Design axis_loop_tester, sky130hd; sources not shown.
Figure 1. Clock wires, drivers and flops.
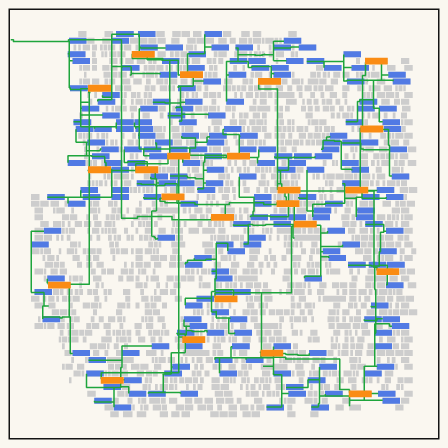
blue -> flip-flops  # count 210
orange -> cells driving clock nets  # count 23
green -> clock wires  # length 2690 um
routed clock nets = 24
clock share of power: 26.1%
clk pwr: 1.64 mW

Figure 2. Metal layers overlaid.
Two of the layers only.
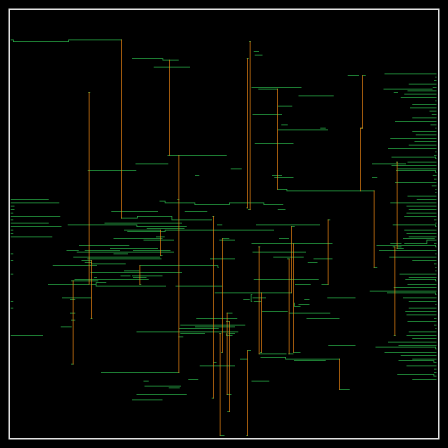
green -> met3  # wire length 2740 um
orange -> met4  # wire length 1140 um
GRT Overall Usage: 24.1%
Via Count: 11563
Wirelength per Cell: 18.4 um

==> results.txt <==
run metrics: status finished, violations left, failing checks max-capacitance violations, max-slew violations, Synth Seq Share 34.8%, Final Wtd Congestion a little over 0.9, clk slew on worst S/H paths roughly 0.060 ns, endpoints failing setup 0, top sig layer met4, initial DRC count roughly 840, GR peak layer met2, met2 usage between 40 and 50%, Slew Limit Fails 31, CP max stage delay a little over 0.8 ns, yosys cell count 1535, cts bufs inserted 23, max_slew headroom -17.9%, EDFF count, synth 0, Gate Area slightly above 7000 sq um, Multiplexer share 2.52%, async set-reset flop share out of synthesis 0%, Startpoint Class flip-flop, Post-CTS Hold Fix Bufs 0, largest non-sequential cell family by area simple AND/OR/NAND/NOR gates, register area about 4200 sq um, Die Wd around 170 um, Seq group approximately 2.0 mW, NumNets Final roughly 1800, Mapped Area 12100 sq um, Pre-antenna DRT Iters 5, # Post-CTS Setup Buffers 0, Ports about 200, worst hold-check path type flip-flop to flip-flop, syn avg cell area ~7.9 sq um, crit path cell chain nand4_1 -> nor2_1 -> nand2_1 -> nor2_1 -> a311oi_1 -> a211oi_1 -> a31oi_1 -> nor3_1 -> o21a_1 -> clkdlybuf4s50_1, Root Buffer clkbuf_16, grt ovf 0, antenna viol nets, final 0, switching portion of total power roughly 41%, Gates resized, CTS repair 0, wire length on met1 16100 um, height of the chip 171 um, endpoint class of the critical path primary output, Netlist cell types 86, Fillers roughly 2200, Max Cap Viol 1, OpenROAD warning count 31, I/O Buffers between 150 and 200, sw power between 2 and 3 mW, clk latency late pin between 0.5 and 0.6 ns, initial antenna violation count 0, RSZ-0062 raised after global routing false, Sink Count around 210, simple share between 20% and 30%, PwrDens roughly 420 nW/um^2, via/cell ratio around 5.8, Synth Warn # 0, FP Rows ~57, fin crit period 5.28 ns, CTS max path bufs 3, Worst path slowest cell clkdlybuf4s50_1, wire length on met2 around 17000 um, Biggest consumer combinational cells, TritonCTS clock tree built, Synthesized registers 210, Buf/Inv on CP 1, static leakage ~5.6 nW, fa+ha+maj area frac around 1.2%, Compound-Gate Fraction of Synth Area between 10% and 20%, Mapped Cells between 1500 and 2000, largest net degree at the start of global routing 84
metrics by stage:
stage               instances  setup slack (ns)  cell area (sq um)  hold WS (ns)  util, %
floorplan                1535              1.69              12100         0.431        -
detailed placement       1963             0.784              14100         0.444     58.5
global placement         1963             0.812              14100         0.436     58.5
CTS                      2003             0.230              14900         0.452     61.9
finish                   2003             0.318              14800         0.448     61.8
global route             2003            0.0311              14800         0.466     61.8
cell type report:
cell class	instances	share of cell area (%)
Multi-Input combinational cell	1180	48.5
Sequential cell	210	28.3
Timing Repair Buffer	217	14.1
Clock buffer	30	4.32
Tap cell	324	2.73
Clock inverter	10	1.21
Inverter	32	0.809
Power and IR drop assume default switching activity.
